==> run_1/io_fan.png <==
Bar = 20 um.
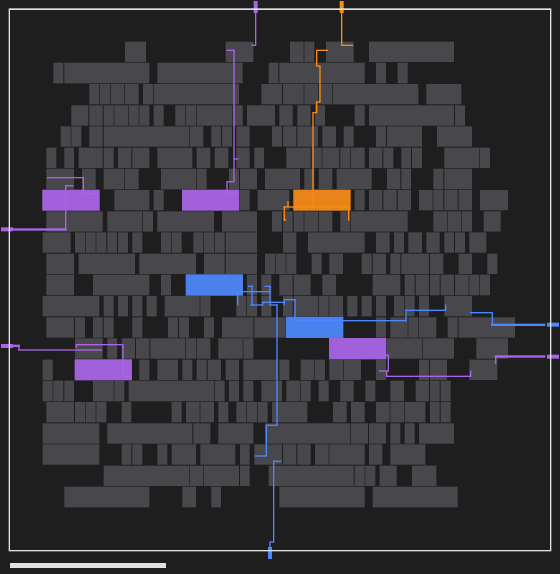
==> run_1/placement.png <==
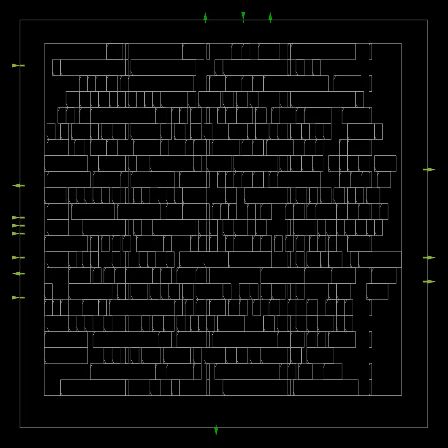
==> run_1/wires.png <==
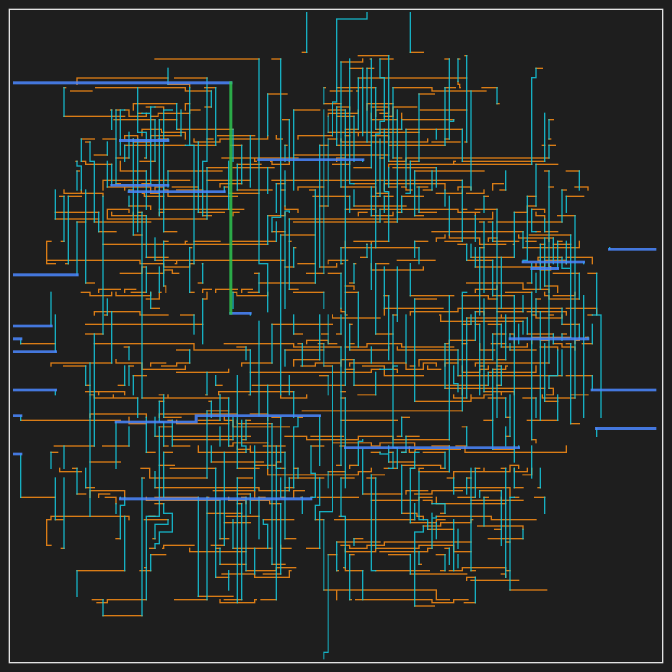
==> src/rtl/edge_sched_pkg.sv <==
// Shared types and helpers for the edge event scheduler: detector state
// encoding, its reset value and the round-robin search.
package edge_sched_pkg;

  typedef enum logic [1:0] {
    S0 = 2'b10,
    SP = 2'b00,
    S1 = 2'b01
  } edge_state_t;

  // Reset into "held high" so a line that is already high never fires.
  localparam edge_state_t EDGE_RST_STATE = S1;

  typedef struct packed {
    logic       valid;
    logic [3:0] idx;
  } rr_grant_t;

  // First eligible channel after `last`, wrapping modulo n (n <= 16).
  function automatic rr_grant_t rr_next(input logic [15:0] elig,
                                        input logic [3:0]  last,
                                        input logic [4:0]  n);
    rr_grant_t  g;
    logic [4:0] sum;
    logic [3:0] cand;
    g.valid = 1'b0;
    g.idx   = 4'd0;
    for (int k = 1; k <= 16; k++) begin
      sum  = 5'(last) + 5'(k);
      cand = 4'((sum >= n) ? (sum - n) : sum);
      if (!g.valid && (5'(k) <= n) && elig[cand]) begin
        g.valid = 1'b1;
        g.idx   = cand;
      end else begin
        g = g;
      end
    end
    return g;
  endfunction

endpackage

==> src/rtl/edge_detect.sv <==
// Three-state Moore rising-edge detector; pulse is high for exactly the
// one cycle the machine spends in SP.
module edge_detect
  import edge_sched_pkg::*;
(
  input  logic clk,
  input  logic rst,
  input  logic in,
  output logic pulse
);

  edge_state_t state;

  // Detector state register
  always_ff @(posedge clk) begin
    if (rst) begin
      state <= EDGE_RST_STATE;
    end else begin
      case (state)
        S0:      state <= in ? SP : S0;
        SP:      state <= in ? S1 : S0;
        S1:      state <= in ? S1 : S0;
        default: state <= in ? S1 : S0;
      endcase
    end
  end

  assign pulse = (state == SP);

endmodule

==> src/rtl/edge_event_scheduler.sv <==
// Multi-channel rising-edge scheduler: per-channel detectors feed saturating
// pending counters, drained round-robin onto one valid/ready event port.
module edge_event_scheduler
  import edge_sched_pkg::*;
#(
  parameter  int N     = 4,
  parameter  int CNT_W = 4,
  localparam int ID_W  = (N > 1) ? $clog2(N) : 1
)
(
  input  logic            clk,
  input  logic            rst,
  input  logic [N-1:0]    in,
  output logic            evt_valid,
  output logic [ID_W-1:0] evt_id,
  input  logic            evt_ready,
  output logic [N-1:0]    overflow,
  output logic            busy
);

  localparam logic [CNT_W-1:0] CNT_MAX = {CNT_W{1'b1}};
  localparam logic [CNT_W-1:0] CNT_ONE = CNT_W'(1'b1);

  logic [N-1:0]     pulse;
  logic [N-1:0]     dec;
  logic [N-1:0]     elig;
  logic [CNT_W-1:0] cnt [N];
  logic [ID_W-1:0]  last;
  logic             hs;
  rr_grant_t        grant;

  for (genvar i = 0; i < N; i++) begin : g_det
    edge_detect u_det (
      .clk   (clk),
      .rst   (rst),
      .in    (in[i]),
      .pulse (pulse[i])
    );
  end

  // Handshake decode and eligibility; the accepted channel is judged on cnt-1
  always_comb begin
    hs   = evt_valid && evt_ready;
    dec  = '0;
    elig = '0;
    for (int i = 0; i < N; i++) begin
      dec[i]  = hs && (evt_id == ID_W'(i));
      elig[i] = dec[i] ? (cnt[i] > CNT_ONE) : (cnt[i] != '0);
    end
    grant = rr_next(16'(elig), 4'(last), 5'(N));
  end

  // Busy while anything is pending or offered
  always_comb begin
    busy = evt_valid;
    for (int i = 0; i < N; i++) begin
      busy = busy | (cnt[i] != '0);
    end
  end

  // Pending counters with saturation and sticky overflow
  always_ff @(posedge clk) begin
    if (rst) begin
      for (int i = 0; i < N; i++) begin
        cnt[i] <= '0;
      end
      overflow <= '0;
    end else begin
      for (int i = 0; i < N; i++) begin
        if (pulse[i] && !dec[i]) begin
          if (cnt[i] == CNT_MAX) begin
            overflow[i] <= 1'b1;
          end else begin
            cnt[i] <= cnt[i] + CNT_ONE;
          end
        end else if (dec[i] && !pulse[i]) begin
          cnt[i] <= cnt[i] - CNT_ONE;
        end else begin
          cnt[i] <= cnt[i];
        end
      end
    end
  end

  // Output register: reload when empty or on handshake, otherwise hold
  always_ff @(posedge clk) begin
    if (rst) begin
      evt_valid <= 1'b0;
      evt_id    <= '0;
      last      <= ID_W'(N - 1);
    end else if (!evt_valid || hs) begin
      evt_valid <= grant.valid;
      if (grant.valid) begin
        evt_id <= ID_W'(grant.idx);
        last   <= ID_W'(grant.idx);
      end else begin
        evt_id <= evt_id;
        last   <= last;
      end
    end else begin
      evt_valid <= evt_valid;
      evt_id    <= evt_id;
      last      <= last;
    end
  end

endmodule

==> config.mk <==
export PLATFORM = sky130hd
export DESIGN_NAME = edge_event_scheduler
export DESIGN_NICKNAME = d
export VERILOG_FILES = /design/src/rtl/edge_sched_pkg.sv /design/src/rtl/edge_detect.sv /design/src/rtl/edge_event_scheduler.sv
export SDC_FILE = /design/constraint.sdc
export NUM_CORES = 1
export LEC_CHECK = 0
export ABC_AREA = 1
export ABC_CLOCK_PERIOD_IN_PS = 5000
export CORE_MARGIN = 4
export CORE_UTILIZATION = 62
export CTS_BUF_LIST = sky130_fd_sc_hd__clkbuf_4
export DETAILED_ROUTE_END_ITERATION = 12
export PLACE_DENSITY = 0.83
export SLEW_MARGIN = 20
export SYNTH_ARGS = -nofsm -noshare
export SYNTH_HDL_FRONTEND = slang
export SYNTH_HIERARCHICAL = 1
export SYNTH_SLANG_ARGS = --single-unit
==> constraint.sdc <==
create_clock -name clk -period 5 [get_ports clk]
set_clock_uncertainty 0.15 [all_clocks]
set_input_delay 0.75 -clock clk [delete_from_list [all_inputs] [get_ports clk]]
set_output_delay 0.75 -clock clk [all_outputs]
set_load 0.01 [all_outputs]
==> results.toml, run 1 <==
# physical design summary
[synthesis]
yosysTopAreaCell = "edfxtp_1"
ys_seq_elements = 33
synthDistinctLibCells = 29
aoi_share_pct = 8.92
synth-main-ff-cell = "dfxtp_1"
synth_area_per_cell_um2 = 7.49

[route]
routed-wl-met3_um = 174
drtIter0Drc = 98

[worst_hold_path]
min_path_type = "register to register"

[pwr]
ir_worst_vdd_v = 0.000198
power_density_mw_per_mm2 = 405
combPwrFrac_pct = 50.4
pg_comb_uw = 525
clkPwrFrac_pct = 13.4

[setup_path]
crit_cells = 6
crit_start = "rst"
crit_top_cell = "inv_1"
cp_num_buf_inv = 3
cp-endpoint = "cnt[0][3]"

[finish]
buffers_excl_clock = 14
reg.largest.list = "cnt x16, g_det.u_det/state x8, overflow x4"
fin_cells = 379
fin_nets = 360
antenna_cells = 0
syn_to_final_growth_pct = 10.4

[job]
warnings = 40

[outcome]
outcome = "complete, no violations"

[floorplanning]
std_cell_rows = 22
die_w_um = 69.3
die.size.y_um = 69.3
core_util_floorplan_pct = 64.1

[clock_tree]
clock_sinks = 33
cts_setup_buffers = 0
cts-resized-gates = 0
path_clk_slew_ns = 0.11
root_buffer = "clkbuf_4"
cts_hold_buf = 0

[place]
placed_area_mm2 = 0.00252
dp.cells = 371

[sta]
drv_slew = 0

[global_route]
grt_max_degree = 19
## Picture notes: io_fan.png
- evt_valid: orange (bits 1; direction output; end cells 1; buffers 1; wire 41.0 um)
- overflow: purple (bits 4; direction output; end cells 4; buffers 4; wire 94.3 um)
- evt_id: blue (bits 2; direction output; end cells 2; buffers 2; wire 88.8 um)
port bufs: 14
I/O pin cnt: 15

## Picture notes: placement.png
fin util: 70.7%
fillers: 332
# Taps: 48
fraction of area in registers: 31.9%

## Picture notes: wires.png
- metal 3: blue (wire length 175 um)
- metal 1: orange (wire length 2030 um)
- metal 2: cyan (wire length 1980 um)
- metal 4: green (wire length 24.5 um)
routed len/inst: 11.1 um
WL final: 4210 um
Tot GR Track Use: 18.3%
vias: 1932

## Run 2: what changed since run 1
Settings changed: ABC_CLOCK_PERIOD_IN_PS 5000 to 2800, CORE_UTILIZATION 62 to 55, PLACE_DENSITY 0.83 to 0.78.
Clock period 5 ns to 2.8 ns, I/O delays scaled along.
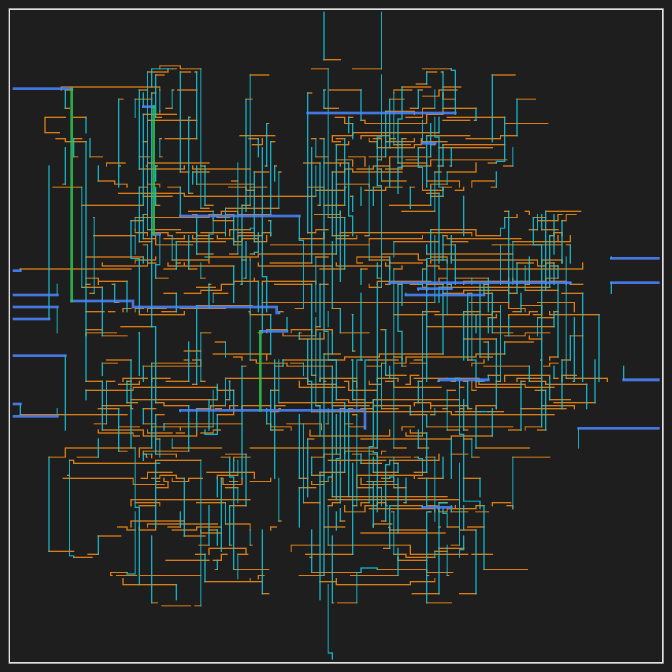
(run_2/wires.png)
- metal 4: green (wire length 46.9 um)
- metal 2: cyan (wire length 1950 um)
- metal 3: blue (wire length 180 um)
- metal 1: orange (wire length 2030 um)
Tot GR Track Use: 17.8%
routed len/inst: 10.9 um
WL final: 4210 um
vias: 1941

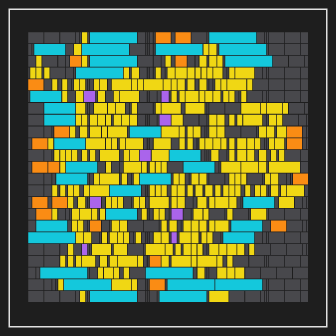
(run_2/placement_by_type.png)
Fill, decap, tap and diode cells in grey.
- flops: cyan (cells 33; share of their area 32%)
- combinational and other logic: yellow (cells 276; share of their area 59%)
- other buffers and delay cells: orange (cells 19; share of their area 7.0%)
- clock drivers and dummy loads: purple (cells 8; share of their area 2.0%)
area of the core: 0.00406 mm^2
fraction of area in registers: 31.4%
finished layout cell area: 0.00261 mm^2
fin util: 64.3%

==> results.toml, run 2 <==
# physical design summary
[outcome]
outcome = "complete, no violations"

[route]
drtIter0Drc = 117
vias_per_cell = 5.03
routed-wl-met3_um = 180

[pwr]
pg_comb_uw = 934
power_density_mw_per_mm2 = 712
clkPwrFrac_pct = 13.5
combPwrFrac_pct = 50.3
ir_worst_vdd_v = 0.000352

[global_route]
grt_pass1_vias = 1812
grt_max_degree = 18

[clock_tree]
cts-resized-gates = 0
cts_setup_buffers = 0
clk_latency_ns = 0.33
root_buffer = "clkbuf_4"

[setup_path]
critical_path.top_delay_family = "buffers and inverters"
crit_start = "cnt[3][0]"
crit_cells = 6
cp_num_buf_inv = 2
cp-endpoint = "busy"

[synthesis]
aoi_share_pct = 8.92
synth_area_per_cell_um2 = 7.49
ys_seq_elements = 33
yosysTopAreaCell = "edfxtp_1"

[floorplanning]
core_util_floorplan_pct = 57.4
num_tap_cells = 50
die.size.y_um = 73.1
std_cell_rows = 23
io-pin-count = 15
die_w_um = 73.1

[finish]
antenna_cells = 0
fillCellCount = 349
buffers_excl_clock = 19
fin_nets = 365
reg.largest.list = "cnt x16, g_det.u_det/state x8, overflow x4"
syn_to_final_growth_pct = 12.1

[place]
dp.cells = 378
placed_area_mm2 = 0.00256
io_buffers = 14

[worst_hold_path]
min_path_type = "register to register"

[sta]
drv_slew = 0

[job]
max_cap_violations = 0
warnings = 40
## Run 3: what changed since run 2
Settings changed: MAX_ROUTING_LAYER set to met4.
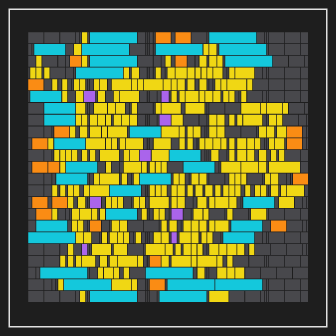
(run_3/placement_by_type.png)
Fill, decap, tap and diode cells in grey.
- flops: cyan (cells 33; share of their area 32%)
- other buffers and delay cells: orange (cells 19; share of their area 7.0%)
- combinational and other logic: yellow (cells 276; share of their area 59%)
- clock drivers and dummy loads: purple (cells 8; share of their area 2.0%)

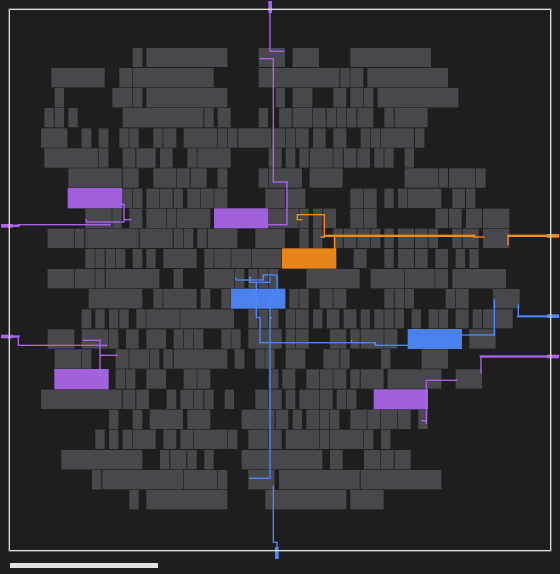
(run_3/io_fan.png)
Bar = 20 um.
- evt_id: blue (bits 2; direction output; end cells 2; buffers 2; wire 103 um)
- overflow: purple (bits 4; direction output; end cells 4; buffers 4; wire 105 um)
- evt_valid: orange (bits 1; direction output; end cells 1; buffers 1; wire 39.3 um)

==> results.toml, run 3 <==
# physical design summary
[pwr]
combPwrFrac_pct = 50.2

[finish]
fillCellCount = 349
syn_to_final_growth_pct = 12.1
antenna_cells = 0
sh_seq_area_pct = 31.4

[clock_tree]
cts-resized-gates = 0
path_clk_slew_ns = 0.10
root_buffer = "clkbuf_4"
clk_latency_ns = 0.33
cts_hold_buf = 0

[synthesis]
synth-main-ff-cell = "dfxtp_1"
synthDistinctLibCells = 29
aoi_share_pct = 8.92

[place]
dp.cells = 378
placed_area_mm2 = 0.00256
io_buffers = 14

[job]
warnings = 40

[global_route]
track_usage_pct = 18.4
grt_pass1_vias = 1812

[floorplanning]
num_tap_cells = 50
core_util_floorplan_pct = 57.4
die.size.y_um = 73.1
std_cell_rows = 23
core-area_mm2 = 0.00406

[worst_hold_path]
min_path_type = "register to register"

[setup_path]
crit_cells = 6
cp_num_buf_inv = 2
crit_start = "cnt[3][0]"

[route]
routed-wl-met3_um = 180

[outcome]
outcome = "complete, no violations"

[sta]
drv_slew = 0
